### src/rtl/jtag_host_driver.sv
`timescale 1ns/1ps
// JTAG host: turns word-level commands (TAP reset, IR/DR shift, idle clocks) into
// tck/tms/tdi/trst sequences, keeping the target TAP parked in Run-Test/Idle.
module jtag_host_driver #(
  parameter int MAX_LEN = 32,
  parameter int CLK_DIV = 2,
  parameter int LEN_W   = $clog2(MAX_LEN + 1)
) (
  input  logic               sys_clk,
  input  logic               reset,
  input  logic               cmd_valid,
  output logic               cmd_ready,
  input  logic [1:0]         cmd_op,
  input  logic [LEN_W-1:0]   cmd_len,
  input  logic [MAX_LEN-1:0] cmd_data,
  output logic               rsp_valid,
  output logic [MAX_LEN-1:0] rsp_data,
  output logic               busy,
  output logic               tck,
  output logic               tms,
  output logic               tdi,
  output logic               trst,
  input  logic               tdo
);
  localparam int DIV_W = (CLK_DIV > 1) ? $clog2(CLK_DIV) : 1;
  localparam int IDX_W = (MAX_LEN > 1) ? $clog2(MAX_LEN) : 1;
  localparam int PER_W = (LEN_W > 3) ? LEN_W : 3;

  localparam logic [1:0] OP_RESET = 2'b00;
  localparam logic [1:0] OP_IR    = 2'b01;
  localparam logic [1:0] OP_DR    = 2'b10;

  // Completion returns straight to IDLE; the rsp_valid cycle doubles as the first IDLE cycle.
  typedef enum logic [2:0] {S_IDLE, S_RST, S_PRE, S_SHIFT, S_POST, S_RUN} state_t;

  state_t             state_reg, state_next;
  logic [1:0]         op_reg, op_next;
  logic [LEN_W-1:0]   len_reg, len_next, len_eff;
  logic [MAX_LEN-1:0] data_reg, data_next;
  logic [MAX_LEN-1:0] cap_reg, cap_next;
  logic [MAX_LEN-1:0] rsp_data_reg, rsp_data_next;
  logic [DIV_W-1:0]   div_reg, div_next;
  logic [PER_W-1:0]   per_reg, per_next, per_inc;
  logic [IDX_W-1:0]   idx_reg, idx_next, idx_inc;
  logic               high_reg, high_next;
  logic               tck_reg, tck_next, tms_reg, tms_next;
  logic               tdi_reg, tdi_next, trst_reg, trst_next;
  logic               rsp_valid_reg, rsp_valid_next;
  logic               cmd_ready_reg, cmd_ready_next;
  logic               busy_reg, busy_next;
  logic               half_end, last_bit, done;

  always_comb begin
    len_eff = cmd_len;
    if (cmd_len > LEN_W'(MAX_LEN))
      len_eff = LEN_W'(MAX_LEN);
    else if (cmd_len == '0 && (cmd_op == OP_IR || cmd_op == OP_DR))
      len_eff = LEN_W'(1);
  end

  always_comb begin
    state_next     = state_reg;
    op_next        = op_reg;
    len_next       = len_reg;
    data_next      = data_reg;
    cap_next       = cap_reg;
    rsp_data_next  = rsp_data_reg;
    div_next       = div_reg;
    per_next       = per_reg;
    idx_next       = idx_reg;
    high_next      = high_reg;
    tck_next       = tck_reg;
    tms_next       = tms_reg;
    tdi_next       = tdi_reg;
    trst_next      = trst_reg;
    rsp_valid_next = 1'b0;
    cmd_ready_next = cmd_ready_reg;
    busy_next      = busy_reg;
    done           = 1'b0;
    half_end       = (div_reg == DIV_W'(CLK_DIV - 1));
    last_bit       = (LEN_W'(idx_reg) == len_reg - LEN_W'(1));
    idx_inc        = idx_reg + IDX_W'(1);
    per_inc        = per_reg + PER_W'(1);

    case (state_reg)
      S_IDLE: begin
        cmd_ready_next = 1'b1;
        if (cmd_valid && cmd_ready_reg) begin
          op_next        = cmd_op;
          len_next       = len_eff;
          data_next      = cmd_data;
          cap_next       = '0;
          div_next       = '0;
          per_next       = '0;
          idx_next       = '0;
          high_next      = 1'b0;
          tck_next       = 1'b0;
          tdi_next       = 1'b0;
          trst_next      = 1'b1;
          cmd_ready_next = 1'b0;
          busy_next      = 1'b1;
          case (cmd_op)
            OP_RESET: begin
              state_next = S_RST;
              tms_next   = 1'b1;
              trst_next  = 1'b0;
            end
            OP_IR, OP_DR: begin
              state_next = S_PRE;
              tms_next   = 1'b1;
            end
            default: begin
              tms_next = 1'b0;
              if (len_eff == '0) begin
                rsp_valid_next = 1'b1;
                cmd_ready_next = 1'b1;
                busy_next      = 1'b0;
                rsp_data_next  = '0;
              end else begin
                state_next = S_RUN;
              end
            end
          endcase
        end
      end

      default: begin
        div_next = half_end ? '0 : div_reg + DIV_W'(1);
        if (half_end && !high_reg) begin
          high_next = 1'b1;
          tck_next  = 1'b1;
          if (state_reg == S_SHIFT)
            cap_next[idx_reg] = tdo;
        end else if (half_end) begin
          // Period boundary: tck falls and tms/tdi/trst move to the next period's values.
          high_next = 1'b0;
          tck_next  = 1'b0;
          per_next  = per_inc;
          case (state_reg)
            S_RST: begin
              if (per_reg == PER_W'(5)) begin
                done = 1'b1;
              end else begin
                tms_next  = (per_inc != PER_W'(5));
                trst_next = (per_inc == PER_W'(5));
              end
            end
            S_PRE: begin
              if (per_reg == ((op_reg == OP_IR) ? PER_W'(3) : PER_W'(2))) begin
                state_next = S_SHIFT;
                per_next   = '0;
                idx_next   = '0;
                tdi_next   = data_reg[0];
                tms_next   = (len_reg == LEN_W'(1));
              end else begin
                tms_next = (op_reg == OP_IR) && (per_inc == PER_W'(1));
              end
            end
            S_SHIFT: begin
              if (last_bit) begin
                state_next = S_POST;
                per_next   = '0;
                tms_next   = 1'b1;
                tdi_next   = 1'b0;
              end else begin
                idx_next = idx_inc;
                tdi_next = data_reg[idx_inc];
                tms_next = (LEN_W'(idx_inc) == len_reg - LEN_W'(1));
              end
            end
            S_POST: begin
              if (per_reg == PER_W'(1))
                done = 1'b1;
              else
                tms_next = 1'b0;
            end
            S_RUN: begin
              if (per_inc == PER_W'(len_reg))
                done = 1'b1;
            end
            default: ;
          endcase
        end else begin
          high_next = high_reg;
        end

        if (done) begin
          state_next     = S_IDLE;
          rsp_valid_next = 1'b1;
          rsp_data_next  = cap_reg;
          cmd_ready_next = 1'b1;
          busy_next      = 1'b0;
          tms_next       = 1'b0;
          tdi_next       = 1'b0;
          trst_next      = 1'b1;
        end
      end
    endcase
  end

  always_ff @(posedge sys_clk) begin
    if (reset) begin
      state_reg     <= S_IDLE;
      op_reg        <= '0;
      len_reg       <= '0;
      data_reg      <= '0;
      cap_reg       <= '0;
      rsp_data_reg  <= '0;
      div_reg       <= '0;
      per_reg       <= '0;
      idx_reg       <= '0;
      high_reg      <= 1'b0;
      tck_reg       <= 1'b0;
      tms_reg       <= 1'b1;
      tdi_reg       <= 1'b0;
      trst_reg      <= 1'b1;
      rsp_valid_reg <= 1'b0;
      cmd_ready_reg <= 1'b0;
      busy_reg      <= 1'b0;
    end else begin
      state_reg     <= state_next;
      op_reg        <= op_next;
      len_reg       <= len_next;
      data_reg      <= data_next;
      cap_reg       <= cap_next;
      rsp_data_reg  <= rsp_data_next;
      div_reg       <= div_next;
      per_reg       <= per_next;
      idx_reg       <= idx_next;
      high_reg      <= high_next;
      tck_reg       <= tck_next;
      tms_reg       <= tms_next;
      tdi_reg       <= tdi_next;
      trst_reg      <= trst_next;
      rsp_valid_reg <= rsp_valid_next;
      cmd_ready_reg <= cmd_ready_next;
      busy_reg      <= busy_next;
    end
  end

  assign cmd_ready = cmd_ready_reg;
  assign rsp_valid = rsp_valid_reg;
  assign rsp_data  = rsp_data_reg;
  assign busy      = busy_reg;
  assign tck       = tck_reg;
  assign tms       = tms_reg;
  assign tdi       = tdi_reg;
  assign trst      = trst_reg;
endmodule

### config.mk
export PLATFORM = sky130hd
export DESIGN_NAME = jtag_host_driver
export DESIGN_NICKNAME = d
export VERILOG_FILES = /design/src/rtl/jtag_host_driver.sv
export SDC_FILE = /design/constraint.sdc
export NUM_CORES = 1
export LEC_CHECK = 0
export CAP_MARGIN = 20
export CORE_MARGIN = 3
export CORE_UTILIZATION = 30
export CTS_BUF_LIST = sky130_fd_sc_hd__clkbuf_16
export CTS_CLUSTER_DIAMETER = 200
export DETAILED_ROUTE_END_ITERATION = 16
export HOLD_SLACK_MARGIN = 0.05
export SYNTH_ARGS = -nofsm -noshare
export SYNTH_HDL_FRONTEND = slang
export SYNTH_SLANG_ARGS = --single-unit
### constraint.sdc
create_clock -name sys_clk -period 2.9 [get_ports sys_clk]
set_input_delay 0.725 -clock sys_clk [delete_from_list [all_inputs] [get_ports sys_clk]]
set_output_delay 0.725 -clock sys_clk [all_outputs]
set_load 0.02 [all_outputs]
**Metal layers overlaid**

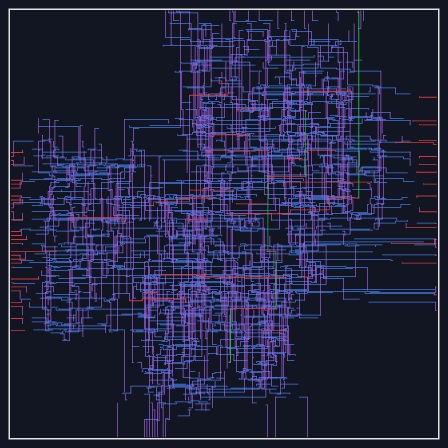
Key: purple = metal 2 [wire length 7030 um]; blue = metal 1 [wire length 7980 um]; red = metal 3 [wire length 590 um]; green = metal 4 [wire length 150 um]

==> Slide: Implementation Results <==
Physical Implementation Snapshot

Final timing
  – Fin Hold WS: 0.4526 ns
  – Final hold vios: 0
  – Unrepaired setup endpoints after global routing: false
  – Clock Skew: 0.01047 ns

Power and ir drop
  – Pwr Density: 705.7 nW/um2
  – Max VDD drop: 0.4663 mV

Placement
  – Port Buffer Count: 82
  – Placed cells: 1040
  – Place WS: -0.1651 ns
  – Dpl hpwl: 10.76 mm

Worst setup path
  – CP max FO: 32
  – Reg2Reg Capture Point: per_reg[3]$_SDFFE_PP0P_
  – Critical Path End Type: register
  – Worst R2R Setup Slack: 0.35 ns
  – Reg2reg start: len_reg[1]$_SDFFE_PP0P_
  – Worst Path Required: 3.21 ns
  – Setup crit start kind: input pin
  – Setup crit start: cmd_op[0]

Logic synthesis
  – Avg Cell Area, Syn: 8.299 um2
  – Synth area leaders: dfxtp_1 42%, a21oi_1 9.6%, nand2_1 7.5%
  – Number of enable flip-flop cells: 0
  – Mapped Nets: 777
  – Most instantiated library cell after synthesis: dfxtp_1
  – Post-Syn Instances: 722
  – Top post-synthesis cells by count: 126 x dfxtp_1, 120 x nand2_1, 115 x a21oi_1
  – Flops after synth: 126
  – Max-area cell share: 0.4210
  – Warning count from the yosys run: 0
  – Dominant register cell: dfxtp_1
  – Yosys cell count: 722

Finish
  – Comb gate area: 3153 um2
  – Nets: 849
  – Antenna cell count: 0
  – Area Growth Syn to Fin: 28.88%
  – Layout cells sized above 1: 0.1006

Die
  – Die width: 147.3 um
  – Die area: 21700 um2
  – Site Rows: 51
  – Num ports: 83

Clocking
  – Gates resized, CTS repair: 0
  – Root Driver: clkbuf_16
  – TritonCTS clock tree: built
  – Longest Clk Path Bufs: 2
  – Hold_buf cts: 0

GRT
  – Initial antenna violation count: 0
  – Gr usage total: 0.1492
  – GR Overflow Total: 0

Outcome
  – Status: finished clean

Route
  – Wirelength per Cell: 14.73 um
  – First DRT Iteration DRCs: 356
  – Final WL: 15.76 mm
  – Pre-antenna DRT Iters: 5

Run
  – Log Warnings: 33

Worst hold path
  – Hold WC Path Type: reg -> reg
**Sequential cells grouped by signal name**

Other sequential cells in the stronger gray, the rest of the logic in the fainter gray.
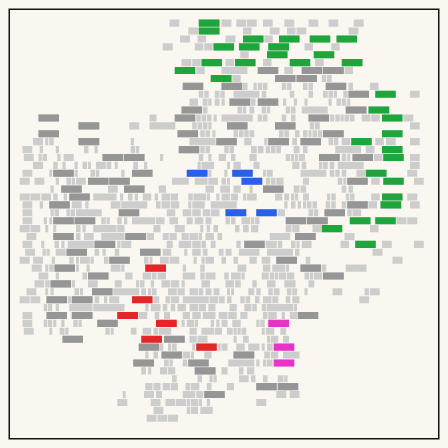
Key: magenta = state_reg [sequential cells 3]; red = per_reg [sequential cells 6]; blue = idx_reg [sequential cells 5, where middle]; green = rsp_data [sequential cells 32]
Another 80 sequential cells are not colored.

## how the worst max path moves through the flow
| stage | endpoint | slack, ns | cells after the start |
|---|---|---|---|
| after floorplan | rsp_data[10]$_SDFFE_PP0P_ | 0.38 | 10 |
| after CTS | rsp_data[17]$_SDFFE_PP0P_ | 0.28 | 11 |
| after global placement | rsp_data[16]$_SDFFE_PP0P_ | -0.15 | 11 |
| after detailed placement | rsp_data[18]$_SDFFE_PP0P_ | -0.17 | 11 |
| after global routing | per_reg[3]$_SDFFE_PP0P_ | 0.09 | 9 |
| final | rsp_data[17]$_SDFFE_PP0P_ | 0.29 | 11 |
## critical path, cell delays in order
cell             delay [ns]
clkdlybuf4s50_1        0.48
inv_1                  0.05
ha_1                   0.30
nor4b_1                0.34
buf_4                  0.17
nand2_1                0.05
nand2_1                0.09
nand2_1                0.07
and3b_1                0.21
buf_12                 0.17
a22o_1                 0.24
## cell usage in the layout (no fill, tap or decap), types with 15 or more instances in the layout
cell,count
nand2_1,120
o21ai_0,40
a22o_1,32
mux2i_1,19
a21oi_1,115
nor3_1,15
dfxtp_1,126
clkdlybuf4s50_1,81
buf_4,31
clkbuf_16,17
nor2_1,28
xnor2_1,19
nand3_1,20
## cells by family (layout without fill, tap and decap cells)
kind of cell | after synthesis | count (layout) | synth area share
buffers and inverters | 74 | 157 | 0.05492
xor gates and xnor gates | 28 | 28 | 0.04218
muxes | 25 | 25 | 0.05241
and+or+nand+nor | 237 | 237 | 0.1869
adders and majority gates | 11 | 11 | 0.02297
AOI/OAI and AO/OA | 221 | 221 | 0.2197
DFF | 126 | 126 | 0.4210
## stage by stage
stage               total power (W)  setup TNS [ns]  area, um2    util
floorplan                  0.002980               0       5992       -
global placement           0.003415          -4.723       7157  0.3665
detailed placement         0.003420          -4.909       7157  0.3665
CTS                        0.005507               0       7722  0.3955
global route               0.005781               0       7722  0.3955
finish                     0.005450               0       7722  0.3955
## cell type report
class / count / share of cell area
multi-input cells: 522 / 0.4083
repair buffers: 116 / 0.1436
flip-flops and latches: 126 / 0.3266
clock inverters: 13 / 0.01815
inverters: 11 / 0.005347
clock buffers: 17 / 0.05509
well taps: 265 / 0.04294
## per-layer routing
layer  part of all wire  vias to the layer above  track usage
met4             0.0095                        0      0.04613
met2               0.45                      106       0.2247
met1               0.51                     2445       0.2139
li1                   -                     2679            -
met5                  0                        -            0
met3              0.037                       12      0.03270
## power by group
| part | switching, W | total, W | internal (W) |
|---|---|---|---|
| clock | 0.000809 | 0.00206 | 0.00126 |
| sequential | 0.000139 | 0.00200 | 0.00186 |
| combinational | 0.000838 | 0.00139 | 0.000548 |
Power figures rest on the tool's default switching activity, not on a simulated workload.
